==> config.mk <==
export PLATFORM = sky130hd
export DESIGN_NAME = i2s_rx
export DESIGN_NICKNAME = d
export VERILOG_FILES = /design/src/rtl/i2s_pkg.sv /design/src/rtl/i2s_sync.sv /design/src/rtl/i2s_rx.sv
export SDC_FILE = /design/constraint.sdc
export NUM_CORES = 1
export LEC_CHECK = 0
export ABC_AREA = 0
export ABC_CLOCK_PERIOD_IN_PS = 3100
export CAP_MARGIN = 10
export CORE_ASPECT_RATIO = 0.6
export CORE_MARGIN = 2
export CORE_UTILIZATION = 58
export CTS_BUF_LIST = sky130_fd_sc_hd__clkbuf_16
export DETAILED_ROUTE_END_ITERATION = 8
export GPL_ROUTABILITY_DRIVEN = 0
export PLACE_DENSITY = 0.8
export SLEW_MARGIN = 15
export SYNTH_ARGS = -nofsm -noshare
export SYNTH_HDL_FRONTEND = slang
export SYNTH_HIERARCHICAL = 1
export SYNTH_SLANG_ARGS = --single-unit
==> constraint.sdc <==
create_clock -name clk_i -period 3.1 [get_ports clk_i]
set_input_delay 0.31 -clock clk_i [delete_from_list [all_inputs] [get_ports clk_i]]
set_output_delay 0.31 -clock clk_i [all_outputs]
set_load 0.02 [all_outputs]
==> src/rtl/i2s_pkg.sv <==
// Shared types for the I2S slave receiver: receiver state and LRCLK channel encoding.
package i2s_pkg;

    typedef enum logic {
        SYNC = 1'b0,
        RUN  = 1'b1
    } state_e;

    localparam logic LR_LEFT  = 1'b0;
    localparam logic LR_RIGHT = 1'b1;

endpackage

==> src/rtl/i2s_sync.sv <==
// Single-bit multi-flop synchronizer bringing an asynchronous serial line into clk_i.
module i2s_sync #(
    parameter int sync_depth_p = 2
) (
    input  logic clk_i,
    input  logic reset_ni,
    input  logic d_i,
    output logic q_o
);

    logic [sync_depth_p-1:0] sync_q;

    always_ff @(posedge clk_i) begin
        if (!reset_ni) begin
            sync_q <= '0;
        end else begin
            sync_q <= {sync_q[sync_depth_p-2:0], d_i};
        end
    end

    assign q_o = sync_q[sync_depth_p-1];

endmodule

==> src/rtl/i2s_rx.sv <==
// I2S slave receiver: oversamples BCLK/LRCLK/SDATA, assembles left/right words and
// presents complete stereo frames on a valid/ready stream.
module i2s_rx
    import i2s_pkg::*;
#(
    parameter int width_p      = 24,
    parameter int sync_depth_p = 2
) (
    input  logic               clk_i,
    input  logic               reset_ni,
    input  logic               bclk_i,
    input  logic               lrclk_i,
    input  logic               sdata_i,
    output logic [width_p-1:0] data_l_o,
    output logic [width_p-1:0] data_r_o,
    output logic               valid_o,
    input  logic               ready_i,
    output logic               locked_o,
    output logic               overrun_o
);

    localparam int CW = $clog2(width_p + 1);
    localparam logic [CW-1:0] FULL_C = CW'(width_p);

    logic bclk_s, lrclk_s, sdata_s;
    logic bclk_hist_q;
    logic bclk_rise;

    state_e             state_q, state_d;
    logic               lr_prev_q, lr_prev_d;
    logic [width_p-1:0] shift_q, shift_d;
    logic [CW-1:0]      cnt_q, cnt_d;
    logic [width_p-1:0] shift_in;
    logic [CW-1:0]      cnt_in;
    logic               word_vld_q, word_vld_d;
    logic               word_lr_q, word_lr_d;
    logic [width_p-1:0] word_q, word_d;
    logic [width_p-1:0] left_q, left_d;
    logic               have_left_q, have_left_d;
    logic               emit;
    logic [width_p-1:0] data_l_q, data_l_d;
    logic [width_p-1:0] data_r_q, data_r_d;
    logic               valid_q, valid_d;
    logic               overrun_q, overrun_d;

    i2s_sync #(.sync_depth_p(sync_depth_p)) u_sync_bclk (
        .clk_i(clk_i), .reset_ni(reset_ni), .d_i(bclk_i), .q_o(bclk_s)
    );
    i2s_sync #(.sync_depth_p(sync_depth_p)) u_sync_lrclk (
        .clk_i(clk_i), .reset_ni(reset_ni), .d_i(lrclk_i), .q_o(lrclk_s)
    );
    i2s_sync #(.sync_depth_p(sync_depth_p)) u_sync_sdata (
        .clk_i(clk_i), .reset_ni(reset_ni), .d_i(sdata_i), .q_o(sdata_s)
    );

    assign bclk_rise = bclk_s & ~bclk_hist_q;

    // Capture: the bit at each BCLK rise belongs to the previous slot (I2S one-bit delay),
    // so it is shifted in before a slot boundary commits the word.
    always_comb begin
        state_d    = state_q;
        lr_prev_d  = lr_prev_q;
        shift_d    = shift_q;
        cnt_d      = cnt_q;
        word_vld_d = 1'b0;
        word_lr_d  = word_lr_q;
        word_d     = word_q;
        shift_in   = shift_q;
        cnt_in     = cnt_q;
        if (cnt_q < FULL_C) begin
            shift_in = {shift_q[width_p-2:0], sdata_s};
            cnt_in   = cnt_q + CW'(1);
        end
        if (bclk_rise) begin
            shift_d = shift_in;
            cnt_d   = cnt_in;
            if (lrclk_s != lr_prev_q) begin
                word_d     = shift_in << (FULL_C - cnt_in);
                word_lr_d  = lr_prev_q;
                word_vld_d = (state_q == RUN);
                shift_d    = '0;
                cnt_d      = '0;
                lr_prev_d  = lrclk_s;
                state_d    = RUN;
            end
        end
    end

    // Pairing and output stream, one cycle after the commit.
    always_comb begin
        left_d      = left_q;
        have_left_d = have_left_q;
        emit        = 1'b0;
        if (word_vld_q) begin
            if (word_lr_q == LR_LEFT) begin
                left_d      = word_q;
                have_left_d = 1'b1;
            end else if (have_left_q) begin
                emit        = 1'b1;
                have_left_d = 1'b0;
            end
        end

        data_l_d  = data_l_q;
        data_r_d  = data_r_q;
        valid_d   = valid_q;
        overrun_d = overrun_q;
        if (valid_q && ready_i) begin
            valid_d = 1'b0;
        end
        if (emit) begin
            if (valid_q && !ready_i) begin
                overrun_d = 1'b1;
            end else begin
                data_l_d = left_q;
                data_r_d = word_q;
                valid_d  = 1'b1;
            end
        end
    end

    always_ff @(posedge clk_i) begin
        if (!reset_ni) begin
            bclk_hist_q <= 1'b0;
            state_q     <= SYNC;
            lr_prev_q   <= LR_LEFT;
            shift_q     <= '0;
            cnt_q       <= '0;
            word_vld_q  <= 1'b0;
            word_lr_q   <= LR_LEFT;
            word_q      <= '0;
            left_q      <= '0;
            have_left_q <= 1'b0;
            data_l_q    <= '0;
            data_r_q    <= '0;
            valid_q     <= 1'b0;
            overrun_q   <= 1'b0;
        end else begin
            bclk_hist_q <= bclk_s;
            state_q     <= state_d;
            lr_prev_q   <= lr_prev_d;
            shift_q     <= shift_d;
            cnt_q       <= cnt_d;
            word_vld_q  <= word_vld_d;
            word_lr_q   <= word_lr_d;
            word_q      <= word_d;
            left_q      <= left_d;
            have_left_q <= have_left_d;
            data_l_q    <= data_l_d;
            data_r_q    <= data_r_d;
            valid_q     <= valid_d;
            overrun_q   <= overrun_d;
        end
    end

    assign data_l_o  = data_l_q;
    assign data_r_o  = data_r_q;
    assign valid_o   = valid_q;
    assign locked_o  = (state_q == RUN);
    assign overrun_o = overrun_q;

endmodule

Run 1, PDN straps and rails:
Scale bar: 50 µm. Pins as bars on the die edge.
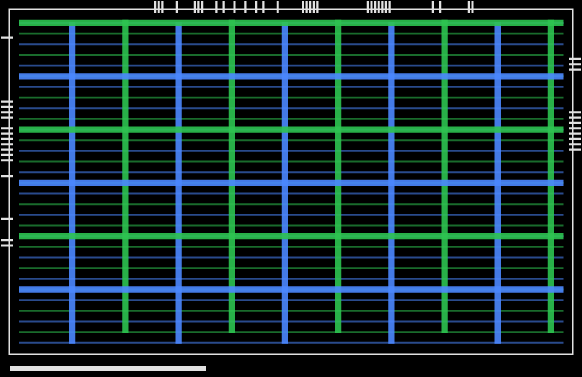
- blue: VSS
- green: VDD
- met1 rails: 31
- met4 straps: 10
- signal pins: 57

Run 1, cells colored by class:
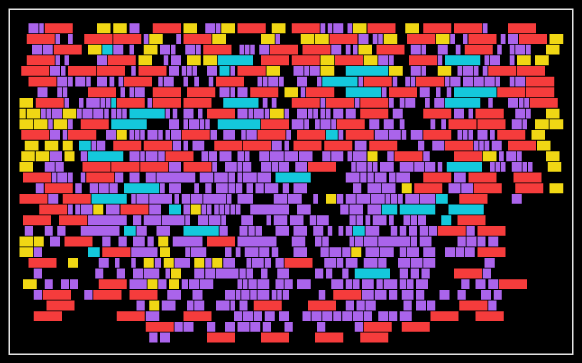
- red: flops (cells 139)
- purple: all other logic (cells 577)
- cyan: clock drivers and dummy loads (cells 32)
- yellow: other buffers and delay cells (cells 77)

==> run summary, run 1 <==
The synthesis and PnR run went through. Total congestion overflow landed at 0. After synthesis, the largest family of logic cells by area is AND-OR/OR-AND gates. Portion of total power attributed to sequential cells landed at 43.2%.

In the final timing run, aggregate negative setup slack is 0 ns. Post-layout minimum cycle time landed at 2.925 ns. Power attributed to the clock group is 2.12 mW. Count of yosys warnings during synthesis landed at 6.

Insertion delay to the later sink of the worst-skew pair landed at 0.42 ns. Leakage power landed at 2.953 nW. Design internal power landed at 3.175 mW. The signal on the critical path passes through buf_4 > inv_2 > o31ai_4 > xnor2_4 > buf_4 > mux2i_1 > mux2i_1 > o22ai_1 > a32o_1. Number of antenna violations at the first check in global routing landed at 0. Counting every net in the synthesized netlist gives 783. The setup path with the least slack is of type flip-flop to flip-flop. According to the dpl log, the detail-placed design has an HPWL of 11.87 mm.

Measured along the y axis, the die boundary spans 87.63 µm. Sequential cells were found to cover 41.16% of the synthesized design area. For reference, the placement row count at floorplan is 30. In the layout the commonest cells are 172 x nand2_1, 139 x dfxtp_1, 76 x a21boi_0. Count of boundary I/O pins landed at 57.

Wire length per cell landed at 17.92 µm. Looking at the worst setup and hold paths, the clock pins of their registers show a slew of 0.06 ns. Cell count of the worst reg-to-reg path landed at 9. The cell area that synthesis handed to floorplanning was 6760 µm².

The net count of the finished layout is 819. Hold is met by 0.4192 ns. In this run, the combinational gates consume 5.9% of the power. TritonCTS built the clock tree. The cell family contributing the most delay on the critical path is AND-OR/OR-AND gates. Maximum number of pins on one net before global-route repair landed at 87. The flow ran to the end, and the final reports show no timing, DRC or antenna violations. Multiplexer fraction of the synthesized cell area landed at 6.274%. Looking at the power breakdown, the clock network takes 50.9% of the total. The count of buffers added on input and output ports is 56. Number of warning messages in the logs landed at 26.
Run 1, I/O nets highlighted:
Scale bar: 50 µm.
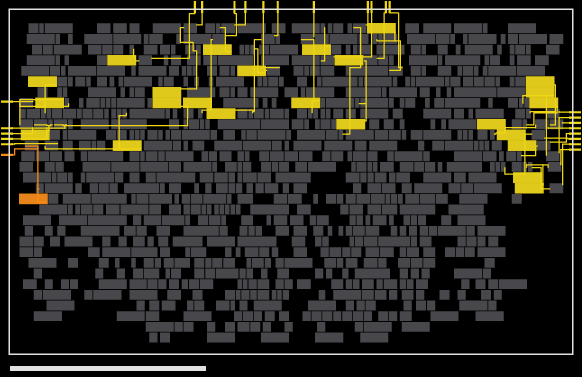
- orange: `valid_o` (direction output; edge west; end cells 1; buffers 1; wire 28.0 µm)
- yellow: `data_r_o` (direction output; edge 11 north, 8 east, 5 west; end cells 24; buffers 24; wire 680 µm)

==> run 1: how the worst max path moves through the flow <==
| stage | startpoint | end | slack [ns] | depth (start not counted) |
|---|---|---|---|---|
| floorplan | cnt_q[0] | word_q[23] | 0.72 | 9 |
| global placement | cnt_q[0] | word_q[21] | 0.44 | 8 |
| detailed placement | cnt_q[0] | word_q[21] | 0.30 | 9 |
| CTS | cnt_q[0] | word_q[21] | 0.28 | 9 |
| global route | cnt_q[0] | word_q[21] | 0.05 | 8 |
| finish | cnt_q[0] | word_q[21] | 0.18 | 9 |
==> run 1: layout make-up <==
class	instances	area (µm²)	area share, %
multi-input cells	573	3716	46.21
flip-flops and latches	139	2783	34.60
repair buffers	77	713.2	8.869
clock buffers	17	425.4	5.290
well taps	160	200.2	2.489
clock inverters	15	188.9	2.349
inverters	4	15.01	0.1867
==> run 1: registers in the layout, indices dropped and copies added, names as in the netlist, 5 cells and up <==
register,count
shift_q,24
data_l_o,24
data_r_o,24
cnt_q,5
word_q,24
left_q,24
==> run 1: per-layer routing <==
layer / vias to the layer above / GRT usage (%) / share of wire [%]
met5: - / 0 / 0
met4: 0 / 10.07 / 1.8
met1: 2853 / 40.19 / 45
met3: 50 / 7.108 / 8.8
li1: 2810 / - / -
met2: 274 / 44.42 / 44
==> run 1: cells by family after synthesis <==
kind of cell	Yosys count
multiplexers	41
buffers and inverters	64
AND-OR/OR-AND	234
adder cells (fa/ha/maj)	1
flip-flops	139
AND/OR/NAND/NOR	288
XOR/XNOR	9
==> run 1: metrics by stage <==
stage / total power, mW / setup slack (ns) / instance area [µm²] / std cells / util, %
finish: 4.159 / 0.1751 / 8041 / 985 / 70.94
global route: 4.285 / 0.04713 / 8041 / 985 / 70.94
CTS: 4.178 / 0.2842 / 8041 / 985 / 70.94
detailed placement: 2.072 / 0.2984 / 7427 / 953 / 65.52
global placement: 2.063 / 0.4437 / 7427 / 953 / 65.52
floorplan: 2.019 / 0.7248 / 6760 / 776 / -
==> run 1: cell usage after synthesis, drive strengths merged (2+ instances only) <==
cell | n | area [µm²]
nand3b | 4 | 30.03
a211o | 21 | 183.9
a22o | 12 | 105.1
and2 | 14 | 90.09
and3 | 19 | 118.9
mux2i | 39 | 390.4
o22ai | 5 | 31.28
buf | 15 | 83.83
a21o | 5 | 37.54
o21ai | 35 | 175.2
xor2 | 3 | 52.56
xnor2 | 6 | 127.6
nor2b | 34 | 212.7
o211a | 2 | 20.02
a31oi | 2 | 18.77
nand2b | 6 | 37.54
a32o | 3 | 30.03
nand3 | 9 | 45.04
inv | 4 | 15.01
a21oi | 14 | 103.9
nor2 | 22 | 82.58
a211oi | 3 | 22.52
clkbuf | 45 | 170.2
nand2 | 172 | 645.6
a22oi | 26 | 195.2
a32oi | 3 | 26.28
o31ai | 4 | 43.79
a21boi | 81 | 623.1
o211ai | 2 | 15.01
dfxtp | 139 | 2783
nor3 | 4 | 20.02
a21bo | 2 | 20.02
o21a | 3 | 22.52
==> inputs of run 2 (changes only) <==
Settings changed: ABC_AREA 0 to 1, ABC_CLOCK_PERIOD_IN_PS 3100 to unset.
==> run summary, run 2 <==
The synthesis and PnR run went through. The later pin in the worst-skew pair is clocked with a latency of 0.43 ns. Clock-pin slew on the worst setup and hold paths landed at 0.07 ns. Count of standard-cell rows landed at 29. Cell count along the critical path landed at 12. Maximum number of pins on one net before global-route repair landed at 84. Net total in the final layout landed at 1,019. The worst setup path is of the flip-flop to flip-flop kind.

Post-synthesis instance area landed at 6534 µm². nand2_1 is the most common cell in the netlist. Per the placement log, port buffering inserted 56 buffers.

The flow ran to the end, and the final reports show no timing, DRC or antenna violations. After synthesis, the cell types taking the most area are dfxtp_1 43%, nand2_1 16%, nor2_1 9.5%. met2 track demand over resource after global routing is 40.49%. The number of antenna violations at the first check in global routing was 0.

Looking at the global route congestion table, the highest-usage layer is met1. TritonCTS built the clock tree. The number of cells on the worst reg-to-reg path is 12. In the layout the commonest cells are 285 x nand2_1, 164 x nor2_1, 139 x dfxtp_1. Post-layout minimum cycle time landed at 2.632 ns. Listed in order, past its start point the critical path passes buf_4 > nand3_1 > nand2_4 > nand2_1 > nand2_2 > inv_2 > nand2_1 > nand3_1 > nand3_1 > nand2_1 > o21ai_1 > nand2_1.

The arrival time of data at the worst endpoint is listed as 2.95 ns. Setup slack on the critical path of the routed design comes to 0.4678 ns. Number of instances in the synthesized netlist landed at 981. Share of the synthesized area in the top cell type landed at 42.59%. Worst slack at placement landed at 0.5547 ns. Number of warning messages in the logs landed at 26.

Die height landed at 86.22 µm. The synthesis log from Yosys contains 6 warnings. Per STA, the worst path accumulates the most delay in the family simple AND/OR/NAND/NOR gates. The commonest cells after synthesis are 285 x nand2_1, 165 x nor2_1, 139 x dfxtp_1. According to the I/O placement log, the pin count is 57. Global routing used 9.116% of the available met3 tracks. Wire length per cell landed at 13.96 µm.

The power report puts the leakage power at 3.473 nW. The final layout reports a setup TNS of 0 ns. Sequential area share after synthesis landed at 42.59%.
run 2: worst register-to-register path, delay by kind of cell, from the launching register on:
kind	cells	cell delay, ns
and+or+nand+nor	9	1.37
buffers and inverters	2	0.48
AOI/OAI and AO/OA	1	0.11
DFF	1	0.56
run 2: area by class of cell:
type	instances	area, µm²
fill	912	3123
multi-input combinational	732	3269
clock buffer	17	425.4
tap	139	173.9
inverter	53	198.9
timing repair buffer	69	653.1
clock inverter	15	150.1
sequential	139	2783
run 2: logic make-up (layout without fill, tap and decap cells):
group	Yosys count	in the layout	synth area share, %
and+or+nand+nor	563	563	35.62
AOI/OAI and AO/OA	164	164	12.79
DFF	139	139	42.59
buffers and inverters	110	154	7.411
xor gates and xnor gates	4	4	1.398
adders and majority gates	1	1	0.1915
run 2: stage by stage:
| step | std cells | area (µm²) | utilization (%) | hold WS (ns) |
|---|---|---|---|---|
| finish | 1164 | 7654 | 71.02 | 0.4084 |
| global route | 1164 | 7654 | 71.02 | 0.4222 |
| CTS | 1164 | 7654 | 71.02 | 0.3990 |
| detailed placement | 1132 | 7078 | 65.68 | 0.4008 |
| global placement | 1132 | 7078 | 65.68 | 0.3943 |
| floorplan | 981 | 6534 | - | 0.3900 |
run 2: worst paths after layout:
check	startpoint	end	slack (ns)
setup / recovery	cnt_q[4]	word_q[17]	0.47
hold / removal	sdata_i	u_sync_sdata/sync_q[0]	0.41
setup reg to reg	cnt_q[4]	word_q[17]	0.47
hold reg to reg	u_sync_lrclk/sync_q[0]	u_sync_lrclk/sync_q[1]	0.41
run 2: per-layer routing:
| layer | wire, µm | vias to the layer above |
|---|---|---|
| met4 | 156 | 0 |
| met1 | 8001 | 2825 |
| li1 | - | 3200 |
| met3 | 1450 | 22 |
| met2 | 6637 | 227 |
| met5 | 0 | - |
run 2: where the power goes:
group / total (mW) / internal, mW / leakage (nW) / switching, mW
logic: 0.207 / 0.0570 / 2.07 / 0.150
registers: 1.80 / 1.79 / 1.12 / 0.00389
clock network: 1.97 / 1.07 / 0.278 / 0.898
total: 3.97 / 2.92 / 3.47 / 1.05
Run 2, cell density map:
Scale bar: 50 µm. 14 x 9 tiles, from black (low) to pale yellow (high), 0 to 100% covered.
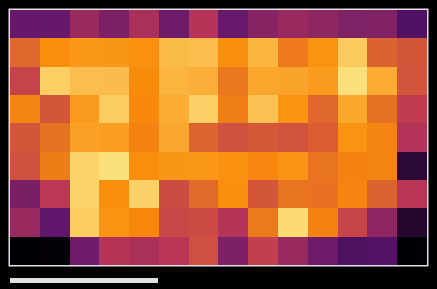
- fullest tile: 94%
- nearly empty tiles: 2.4%
- mean over tiles: 62%
- tiles over 75% full: 36%

Run 2, I/O nets highlighted:
Scale bar: 50 µm.
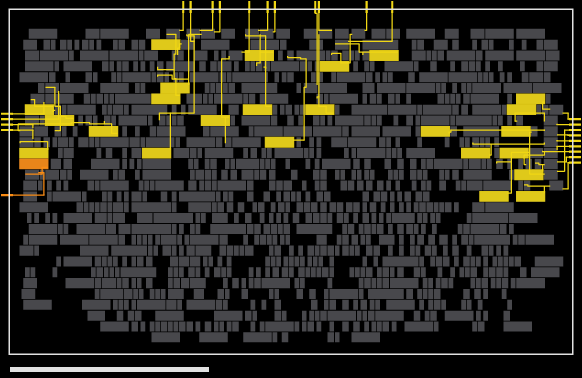
- orange: `valid_o` (direction output; edge west; end cells 1; buffers 1; wire 22.3 µm)
- yellow: `data_r_o` (direction output; edge 11 north, 9 east, 4 west; end cells 24; buffers 24; wire 628 µm)

Power and IR drop assume default switching activity.
